Run 1, close-up of the layout:
Window x 33 to 73, y 54 to 94 um. Cells in gray, sequential cells in the stronger gray; small squares are vias.
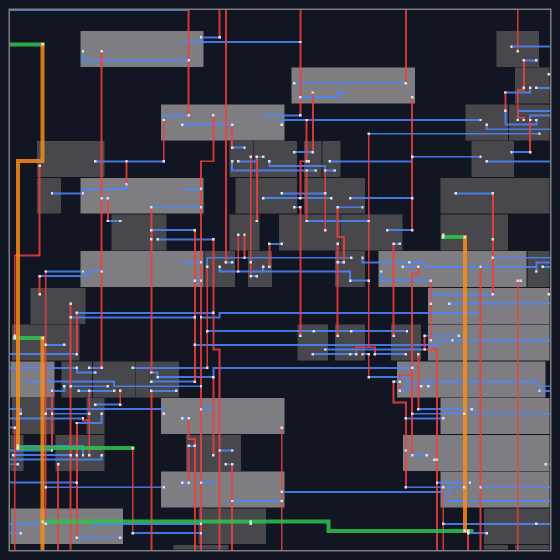
Run 1, the metal 2 layer:
Drawn at 2 px/um.
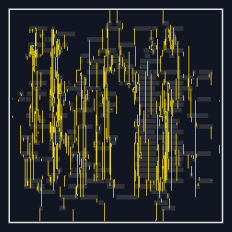
Run 1, congestion heat map:
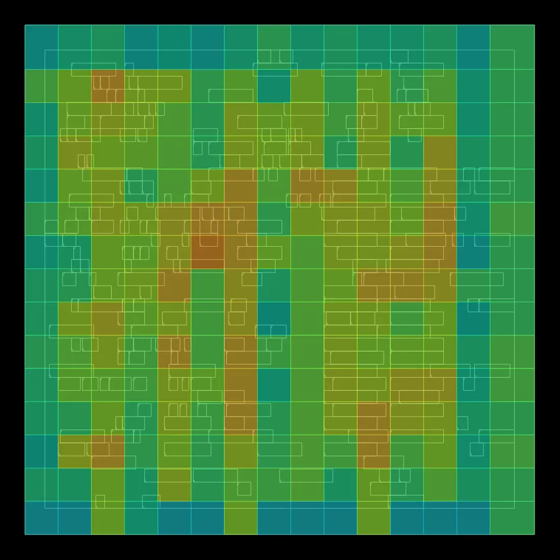
--- src/rtl/uart_rx_param_if.sv ---
// Byte-stream output of the UART receiver: FIFO head data with a valid/ready handshake.
interface uart_rx_param_if #(
  parameter int DATA_BITS = 8
);
  // rx_valid is high while rx_out holds an unread entry and does not depend on rx_ready;
  // an entry is consumed on every rising clock edge where rx_valid && rx_ready.
  logic [DATA_BITS-1:0] rx_out;
  logic                 rx_valid;
  logic                 rx_ready;

  modport master (output rx_out, output rx_valid, input rx_ready);
  modport slave  (input rx_out, input rx_valid, output rx_ready);
endinterface

--- src/rtl/uart_rx_param.sv ---
// Parametrised UART receiver: 2-flop synchroniser, 3-sample majority vote, optional
// parity, 1 or 2 stop bits and a valid/ready output FIFO with overrun reporting.
module uart_rx_param #(
  parameter int DATA_BITS  = 8,
  parameter int OVERSAMPLE = 16,
  parameter int PARITY_EN  = 0,
  parameter int PARITY_ODD = 0,
  parameter int STOP_BITS  = 1,
  parameter int FIFO_DEPTH = 4
) (
  input  logic            rx_clk,
  input  logic            rx_rst_n,
  input  logic            rx_en,
  input  logic            rx_in,
  output logic            rx_busy,
  output logic            rx_frame_err,
  output logic            rx_parity_err,
  output logic            rx_overrun,
  output logic [2:0]      rx_state,
  uart_rx_param_if.master rx_if
);
  localparam int M  = OVERSAMPLE / 2;
  localparam int CW = $clog2(OVERSAMPLE);
  localparam int IW = $clog2(DATA_BITS + 1);
  localparam int AW = $clog2(FIFO_DEPTH);
  localparam logic [CW-1:0] CNT_LO   = CW'(M - 1);
  localparam logic [CW-1:0] CNT_MID  = CW'(M);
  localparam logic [CW-1:0] CNT_DEC  = CW'(M + 1);
  localparam logic [CW-1:0] CNT_END  = CW'(OVERSAMPLE - 1);
  localparam logic [IW-1:0] LAST_IDX = IW'(DATA_BITS - 1);
  localparam logic          ODD      = (PARITY_ODD != 0);

  typedef enum logic [2:0] {
    S_IDLE   = 3'd0,
    S_START  = 3'd1,
    S_DATA   = 3'd2,
    S_PARITY = 3'd3,
    S_STOP   = 3'd4
  } state_t;

  state_t               state, state_n;
  logic                 sync_q, rxs;
  logic [CW-1:0]        cnt;
  logic [IW-1:0]        idx;
  logic [DATA_BITS-1:0] shreg;
  logic                 smp_lo, smp_mid, armed, stop_bad, par_bad;
  logic                 decide, bit_end, vote, frame_done, stop_fail;
  logic                 push, pop, push_ok, full, empty;
  logic [AW:0]          wr_ptr, rd_ptr;
  logic [DATA_BITS-1:0] mem [FIFO_DEPTH];

  assign decide    = (cnt == CNT_DEC);
  assign bit_end   = (cnt == CNT_END);
  assign vote      = (smp_lo & smp_mid) | (smp_lo & rxs) | (smp_mid & rxs);
  assign stop_fail = stop_bad | ~vote;

  always_ff @(posedge rx_clk or negedge rx_rst_n) begin
    if (!rx_rst_n) state <= S_IDLE;
    else           state <= state_n;
  end

  always_comb begin
    state_n    = state;
    frame_done = 1'b0;
    case (state)
      S_IDLE:   if (armed && !rxs) state_n = S_START;
      S_START: begin
        if (decide && vote) state_n = S_IDLE;
        else if (bit_end)   state_n = S_DATA;
      end
      S_DATA:   if (bit_end && idx == LAST_IDX) state_n = (PARITY_EN != 0) ? S_PARITY : S_STOP;
      S_PARITY: if (bit_end) state_n = S_STOP;
      // Leave on the last stop decision, not the bit end, so a back-to-back start is seen.
      S_STOP: begin
        if (decide && (STOP_BITS == 1 || idx == IW'(1))) begin
          state_n    = S_IDLE;
          frame_done = 1'b1;
        end
      end
      default:  state_n = S_IDLE;
    endcase
    if (!rx_en) begin
      state_n    = S_IDLE;
      frame_done = 1'b0;
    end
  end

  always_ff @(posedge rx_clk or negedge rx_rst_n) begin
    if (!rx_rst_n) begin
      sync_q        <= 1'b1;
      rxs           <= 1'b1;
      cnt           <= '0;
      idx           <= '0;
      shreg         <= '0;
      smp_lo        <= 1'b1;
      smp_mid       <= 1'b1;
      armed         <= 1'b1;
      stop_bad      <= 1'b0;
      par_bad       <= 1'b0;
      rx_frame_err  <= 1'b0;
      rx_parity_err <= 1'b0;
      rx_overrun    <= 1'b0;
    end else begin
      sync_q        <= rx_in;
      rxs           <= sync_q;
      rx_frame_err  <= frame_done & stop_fail;
      rx_parity_err <= frame_done & par_bad;
      rx_overrun    <= push & ~push_ok;

      if (state == S_IDLE || state_n == S_IDLE || bit_end) cnt <= '0;
      else                                                 cnt <= cnt + CW'(1);

      if (cnt == CNT_LO)  smp_lo  <= rxs;
      if (cnt == CNT_MID) smp_mid <= rxs;

      if (state == S_DATA && decide) shreg <= {vote, shreg[DATA_BITS-1:1]};

      case (state)
        S_IDLE: begin
          idx      <= '0;
          stop_bad <= 1'b0;
          par_bad  <= 1'b0;
        end
        S_DATA:   if (bit_end) idx <= (idx == LAST_IDX) ? '0 : idx + IW'(1);
        S_PARITY: if (decide) par_bad <= vote ^ (^shreg) ^ ODD;
        S_STOP: begin
          if (decide)  stop_bad <= stop_bad | ~vote;
          if (bit_end) idx <= idx + IW'(1);
        end
        default: ;
      endcase

      // After a framing error the line must be seen high before another start is trusted.
      if (frame_done && stop_fail)    armed <= 1'b0;
      else if (state == S_IDLE && rxs) armed <= 1'b1;
    end
  end

  assign push    = frame_done & ~stop_fail & ~par_bad;
  assign empty   = (wr_ptr == rd_ptr);
  assign full    = (wr_ptr[AW] != rd_ptr[AW]) && (wr_ptr[AW-1:0] == rd_ptr[AW-1:0]);
  assign pop     = ~empty & rx_if.rx_ready;
  assign push_ok = push & (~full | pop);

  always_ff @(posedge rx_clk or negedge rx_rst_n) begin
    if (!rx_rst_n) begin
      wr_ptr <= '0;
      rd_ptr <= '0;
    end else begin
      if (push_ok) wr_ptr <= wr_ptr + (AW+1)'(1);
      if (pop)     rd_ptr <= rd_ptr + (AW+1)'(1);
    end
  end

  always_ff @(posedge rx_clk) begin
    if (push_ok) mem[wr_ptr[AW-1:0]] <= shreg;
  end

  assign rx_if.rx_out   = empty ? '0 : mem[rd_ptr[AW-1:0]];
  assign rx_if.rx_valid = ~empty;
  assign rx_busy        = (state != S_IDLE);
  assign rx_state       = state;
endmodule

--- src/flat_wrapper.sv ---
// flat-port wrapper written by rule: the top's interface ports become plain ports
module uart_rx_param_flat 
#(
  parameter int DATA_BITS  = 8,
  parameter int OVERSAMPLE = 16,
  parameter int PARITY_EN  = 0,
  parameter int PARITY_ODD = 0,
  parameter int STOP_BITS  = 1,
  parameter int FIFO_DEPTH = 4
)
  (rx_clk, rx_rst_n, rx_en, rx_in, rx_busy, rx_frame_err, rx_parity_err, rx_overrun, rx_state, rx_if_rx_out, rx_if_rx_valid, rx_if_rx_ready);
  uart_rx_param_if #(.DATA_BITS(DATA_BITS)) rx_if_i ();
  input  logic rx_clk;
  input  logic rx_rst_n;
  input  logic rx_en;
  input  logic rx_in;
  output logic rx_busy;
  output logic rx_frame_err;
  output logic rx_parity_err;
  output logic rx_overrun;
  output logic [2:0] rx_state;
  output wire logic [$bits(rx_if_i.rx_out)-1:0] rx_if_rx_out;
  output wire logic [$bits(rx_if_i.rx_valid)-1:0] rx_if_rx_valid;
  input wire logic [$bits(rx_if_i.rx_ready)-1:0] rx_if_rx_ready;
  assign rx_if_rx_out = rx_if_i.rx_out;
  assign rx_if_rx_valid = rx_if_i.rx_valid;
  assign rx_if_i.rx_ready = rx_if_rx_ready;
  uart_rx_param #(.DATA_BITS(DATA_BITS), .OVERSAMPLE(OVERSAMPLE), .PARITY_EN(PARITY_EN), .PARITY_ODD(PARITY_ODD), .STOP_BITS(STOP_BITS), .FIFO_DEPTH(FIFO_DEPTH)) u_core (.rx_clk(rx_clk), .rx_rst_n(rx_rst_n), .rx_en(rx_en), .rx_in(rx_in), .rx_busy(rx_busy), .rx_frame_err(rx_frame_err), .rx_parity_err(rx_parity_err), .rx_overrun(rx_overrun), .rx_state(rx_state), .rx_if(rx_if_i));
endmodule
--- config.mk ---
export PLATFORM = sky130hd
export DESIGN_NAME = uart_rx_param_flat
export DESIGN_NICKNAME = d
export VERILOG_FILES = /design/src/rtl/uart_rx_param_if.sv /design/src/rtl/uart_rx_param.sv /design/src/flat_wrapper.sv
export SDC_FILE = /design/constraint.sdc
export NUM_CORES = 1
export LEC_CHECK = 0
export ABC_CLOCK_PERIOD_IN_PS = 3600
export CAP_MARGIN = 20
export CORE_MARGIN = 4
export CORE_UTILIZATION = 32
export CTS_CLUSTER_DIAMETER = 200
export DETAILED_ROUTE_END_ITERATION = 10
export PLACE_DENSITY_LB_ADDON = 0.05
export SLEW_MARGIN = 20
export SYNTH_ARGS = -nofsm -noshare
export SYNTH_HDL_FRONTEND = slang
export SYNTH_SLANG_ARGS = --single-unit
--- constraint.sdc ---
create_clock -name rx_clk -period 3.6 [get_ports rx_clk]
set_input_delay 1.08 -clock rx_clk [delete_from_list [all_inputs] [get_ports rx_clk]]
set_output_delay 1.08 -clock rx_clk [all_outputs]
set_load 0.1 [all_outputs]
==> datasheet_impl.txt, run 1 <==
Physical implementation characteristics

Parameter                              Value

Drt
  Topmost layer with routed signal wires    met4
  Initial DRT Pass Iterations    3
  Metal3 WL    130 um
  Detail-routed via count per cell    4.60
  Met1 wire length    2510 um
  Routed wl met2    2850 um

Power
  Clk. pwr    0.000672 W
  Power dissipated by switching net loads    0.000498 W
  Flop+latch power    0.000884 W
  Logic pwr share    14.4%
  Cell Pwr Density    497 nW/um^2
  Pwr Total    0.00182 W
  Total internal power    0.00132 W
  Clock network fraction of total power    37.0%

Final layout
  Area Overhead vs Synth    19.4%
  Clock-cell share of area    5.92%
  Non-clock inverter instance count of the final layout    9
  Count of sequential standard cells    67
  Diodes inserted    0
  Post-route insts no fill    374
  Most frequent cells in the layout    edfxtp_1, dfrtp_1, xnor2_1
  Count of filler cells inserted in the layout    911
  Dominant kind of cell by area    sequential cells
  Area taken by multi-input logic gates    1140 um^2
  Total area of sequential cells    1840 um^2
  Layout cell share with drive strength beyond 1    25.7%
  Fraction of area in registers    50.4%
  Layout clock buffer count    9
  Post-layout instance area    3660 um^2
  Multi-input gates    132
  Logic share of the area    31.2%

Critical path
  Family with the most delay on the worst path    flip-flops
  Sequence of cells on the critical path    xnor2_1 -> nand3b_1 -> and2_1 -> buf_12
  Reg-to-reg critical path startpoint    u_core.cnt[1]
  Capture point of the critical path    rx_if_rx_out[3]
  Worst Setup SP    u_core.rd_ptr[0]
  Worst EP required    2.52 ns
  Count of buffer and inverter cells on the critical path    1
  CP max stage delay    0.71 ns
  Stages on worst setup path    4
  Cell with the biggest individual delay on the critical path    dfrtp_1
  Maximum fanout along the worst path    11
  R2R cell count    5
  Reg-to-reg slack, setup    1.39 ns
  Worst Path Class, Setup    reg2out

Logic synthesis
  Adder Share, Synth    4.04%
  Most numerous cell in the Yosys netlist    edfxtp_1
  Distinct cells, synth    46
  Share of the yosys chip area belonging to registers    60.2%
  Share of the synthesized netlist area taken by xor and xnor gates    5.02%
  Flip-flop and latch count after synthesis    67
  Cell Area, Synth    3060 um^2
  Area fraction in mux cells    9.19%
  Number of enable-type register cells in the synthesized netlist    32
  Avg Cell Area, Syn    14.2 um^2
  Yosys warnings    0
  Area of the synthesized netlist per yosys stat    3060 um^2
  Share of Yosys cell area claimed by the top area cell type    31.4%

Clock tree
  Hold buffers post-CTS    0
  H-tree depth reported by CTS    3
  Post-CTS Repair Setup Buffers    0
  Cells resized by post-CTS repair    0
  Clock sink total    67
  Clock edge transition at the registers on the reported setup and hold paths    0.07 ns
  Skew-Pair Late Insertion Delay    0.33 ns
  Num CTS Buffers    9
  CTS tree    built

Timing
  Max-Slew Margin vs Limit    43.9%
  Worst-case hold slack    0.359 ns
  Least-Margin Pin Slew    0.841 ns
  Upper clock frequency limit    322 MHz
  Post-route clock period utilization    86.2%
  Final worst-path setup slack    0.496 ns
  Worst setup skew after layout    0.00993 ns
  Finish-stage setup viols    0
  Max Transition Viols Final    0
  Final min period    3.10 ns

Global route
  Largest net degree at the start of global routing    36
  Aggregate global routing overflow    0
  Met1 track demand over resource in global routing    13.1%
  Global-route wire length before repair    9410 um
  Met3 capacity usage during global routing    2.27%
  Antenna violations before repair    0
  Most Used Layer, Global Route    met2

Floorplan
  Initial Utilization    33.0%
  Die Width    106 um
  Cell Rows    35
  Tap Count    129
  Chip Area    11,200 um^2

Status
  Run status    finished clean

Worst hold path
  Origin of the worst min-delay path    u_core.sync_q
  End point of the most critical hold path    u_core.rxs
  Worst hold path cell count    0

Placed design
  Routability congestion estimate    0.691
  Post-DP HPWL    3960 um
  DP Worst Slack    0.571 ns
  Placed instance count    358
  Buffers on Ports    20

Job
  Max cap viols    0
Back to the opening pictures, 'close-up of the layout':
legend:
  M1:
    color: blue
  M3:
    color: green
  M4:
    color: orange
  M2:
    color: red
cells with their middle in the window: 53
sequential cells in the window: 15
netlist names of flops here include: u_core.mem (6), u_core.shreg (4), u_core.wr_ptr (3)
most frequent: dfrtp_1 (9), edfxtp_1 (6)

Back to the opening pictures, 'the metal 2 layer':
wire length on this layer: 2,850 um
main direction: vertical
share of all routed wire: 51%
nets with wire on the layer: 215

Back to the opening pictures, 'congestion heat map':
GR Util met2: 18.7%
per-cell routed wire length: 14.9 um
core occupancy in the finished layout: 39.4%

==> run 2, diff against run 1 <==
--- a/config.mk
+++ b/config.mk
@@ -11,6 +11,7 @@
 export CORE_UTILIZATION = 32
 export CTS_CLUSTER_DIAMETER = 200
 export DETAILED_ROUTE_END_ITERATION = 10
+export HOLD_SLACK_MARGIN = 0.15
 export PLACE_DENSITY_LB_ADDON = 0.05
 export SLEW_MARGIN = 20
 export SYNTH_ARGS = -nofsm -noshare
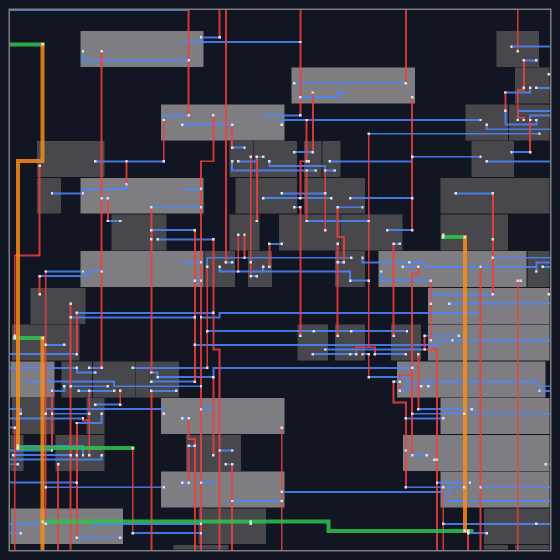
Run 2: close-up of the layout
Window x 33 to 73, y 54 to 94 um. Cells in gray, sequential cells in the stronger gray; small squares are vias.
legend:
  M4:
    color: orange
  M3:
    color: green
  M2:
    color: red
  M1:
    color: blue
sequential cells in the window: 15
cells with their middle in the window: 53
most frequent: dfrtp_1 (9), edfxtp_1 (6)
netlist names of flops here include: u_core.mem (6), u_core.shreg (4), u_core.wr_ptr (3)

==> datasheet_impl.txt, run 2 <==
Physical implementation characteristics

Parameter                              Value

Final layout
  Layout cell share with drive strength beyond 1    25.7% (unchanged)
  Post-route insts no fill    374 (unchanged)
  Logic share of the area    31.2% (unchanged)
  Area Overhead vs Synth    19.4% (unchanged)
  Multi-input gates    132 (unchanged)
  Count of filler cells inserted in the layout    911 (unchanged)
  Post-layout instance area    3660 um^2 (unchanged)
  Layout net count    254
  Count of sequential standard cells    67 (unchanged)
  Dominant kind of cell by area    sequential cells
  Clock-cell share of area    5.92% (unchanged)
  Area taken by multi-input logic gates    1140 um^2 (unchanged)
  Core occupancy in the finished layout    39.4% (unchanged)
  Most common cell after layout, fill and taps aside    edfxtp_1
  Most frequent cells in the layout    edfxtp_1, dfrtp_1, xnor2_1
  Diodes inserted    0 (unchanged)
  Non-clock inverter instance count of the final layout    9 (unchanged)
  Total area of sequential cells    1840 um^2 (unchanged)
  Fraction of area in registers    50.4% (unchanged)
  Layout clock buffer count    9 (unchanged)
  Final-layout non-clock buffer area share    7.18%

Floorplan
  Tap Count    129 (unchanged)
  Initial Utilization    33.0% (unchanged)
  Chip Area    11,200 um^2 (unchanged)
  Cell Rows    35 (unchanged)
  Die height    106 um
  Die Width    106 um (unchanged)

Logic synthesis
  Adder Share, Synth    4.04% (unchanged)
  Number of enable-type register cells in the synthesized netlist    32 (unchanged)
  Post-Syn Instances    216
  Share of the yosys chip area belonging to registers    60.2% (unchanged)
  Share of Yosys cell area claimed by the top area cell type    31.4% (unchanged)
  Fraction of the mapped netlist area in compound gates    6.33%
  Area of the synthesized netlist per yosys stat    3060 um^2 (unchanged)
  Share of the synthesized netlist area taken by xor and xnor gates    5.02% (unchanged)
  Distinct cells, synth    46 (unchanged)
  Cell Area, Synth    3060 um^2 (unchanged)
  Flip-flop and latch count after synthesis    67 (unchanged)
  Avg Cell Area, Syn    14.2 um^2 (unchanged)
  Dominant combinational cell family by area after synthesis    simple AND/OR/NAND/NOR gates
  Main flop type    edfxtp_1
  Cell taking the most area after synthesis    edfxtp_1
  Basic-gate share of the synthesized area counting and, or, nand and nor cells    12.6%
  Area fraction in mux cells    9.19% (unchanged)
  Biggest area cells    edfxtp_1, dfrtp_1, mux4_2, dfstp_2, ha_1
  Yosys warnings    0 (unchanged)
  Most numerous cell in the Yosys netlist    edfxtp_1

Critical path
  Worst EP required    2.52 ns (about the same)
  Stages on worst setup path    4 (unchanged)
  Reg-to-reg critical path startpoint    u_core.cnt[1]
  CP max stage delay    0.71 ns (about the same)
  Worst Path Class, Setup    reg2out
  Worst path arrival time    2.02 ns
  Maximum fanout along the worst path    11 (unchanged)
  R2R cell count    5 (unchanged)
  Startpoint type of the worst setup path    flip-flop
  Worst flop-to-flop path endpoint    u_core.mem[3][5]
  Worst Setup SP    u_core.rd_ptr[0]
  Reg-to-reg slack, setup    1.39 ns (about the same)
  Sequence of cells on the critical path    xnor2_1 -> nand3b_1 -> and2_1 -> buf_12
  Cell with the biggest individual delay on the critical path    dfrtp_1
  Capture point of the critical path    rx_if_rx_out[3]
  Family with the most delay on the worst path    flip-flops
  Count of buffer and inverter cells on the critical path    1 (unchanged)

Power
  Cell Pwr Density    497 nW/um^2 (unchanged)
  Clk. pwr    0.000672 W (about the same)
  Total internal power    0.00132 W (unchanged)
  Leak Pwr    1.53 nW
  Part of the power in registers    48.6%
  Power dissipated by switching net loads    0.000498 W (unchanged)
  Maximum VDD drop    0.192 mV
  Pwr Total    0.00182 W (unchanged)
  Flop+latch power    0.000884 W (about the same)
  Switching fraction of total power    27.4%
  Clock network fraction of total power    37.0% (about the same)
  Main power group    registers
  Logic pwr share    14.4% (about the same)

Drt
  Metal3 WL    130 um (unchanged)
  Initial DRT Pass Iterations    3 (unchanged)
  Per-cell routed wire length    14.9 um (unchanged)
  Detail-routed via count per cell    4.60 (unchanged)
  Topmost layer with routed signal wires    met4
  Met1 wire length    2510 um (unchanged)
  Routed wl met2    2850 um (unchanged)
  Initial DRC Count    29
  Wire length after detailed routing    5570 um
  Number of design rule violations left after detail routing    0

Worst hold path
  Worst hold path cell count    0 (unchanged)
  Origin of the worst min-delay path    u_core.sync_q
  Class of the worst hold path    reg2reg
  End point of the most critical hold path    u_core.rxs

Timing
  Max-Slew Margin vs Limit    43.9% (unchanged)
  Hold violation count in the final report    0
  Final min period    3.10 ns (unchanged)
  Upper clock frequency limit    322 MHz (unchanged)
  Final setup TNS    0 ns
  Worst-case hold slack    0.359 ns (unchanged)
  Least-Margin Pin Slew    0.841 ns (unchanged)
  Worst setup skew after layout    0.00993 ns (unchanged)
  Final worst-path setup slack    0.496 ns (unchanged)
  Finish-stage setup viols    0 (unchanged)
  Max Transition Viols Final    0 (unchanged)
  Post-route clock period utilization    86.2% (unchanged)

Status
  Run status    finished clean

Clock tree
  Clock edge transition at the registers on the reported setup and hold paths    0.07 ns (about the same)
  Cells resized by post-CTS repair    0 (unchanged)
  Skew-Pair Late Insertion Delay    0.33 ns (about the same)
  Maximum number of buffers from clock root to sink    2
  Post-CTS Repair Setup Buffers    0 (unchanged)
  H-tree depth reported by CTS    3 (unchanged)
  Num CTS Buffers    9 (unchanged)
  Clock sink total    67 (unchanged)
  Hold buffers post-CTS    0 (unchanged)
  CTS tree    built

Global route
  GR Util met2    18.7% (unchanged)
  Met3 capacity usage during global routing    2.27% (unchanged)
  Global-route total usage across every layer    10.8%
  Antenna violations before repair    0 (unchanged)
  Met1 track demand over resource in global routing    13.1% (unchanged)
  Largest net degree at the start of global routing    36 (unchanged)
  Number of global-route vias before repair    1,822
  Global-route wire length before repair    9410 um (unchanged)
  Aggregate global routing overflow    0 (unchanged)
  Most Used Layer, Global Route    met2

Placed design
  Placed instance count    358 (unchanged)
  Post-place instance area    3440 um^2
  Routability congestion estimate    0.691 (unchanged)
  Buffers on Ports    20 (unchanged)
  Post-DP HPWL    3960 um (unchanged)
  DP Worst Slack    0.571 ns (unchanged)

Job
  Max cap viols    0 (unchanged)
Power is estimated from default activity; no workload was simulated.
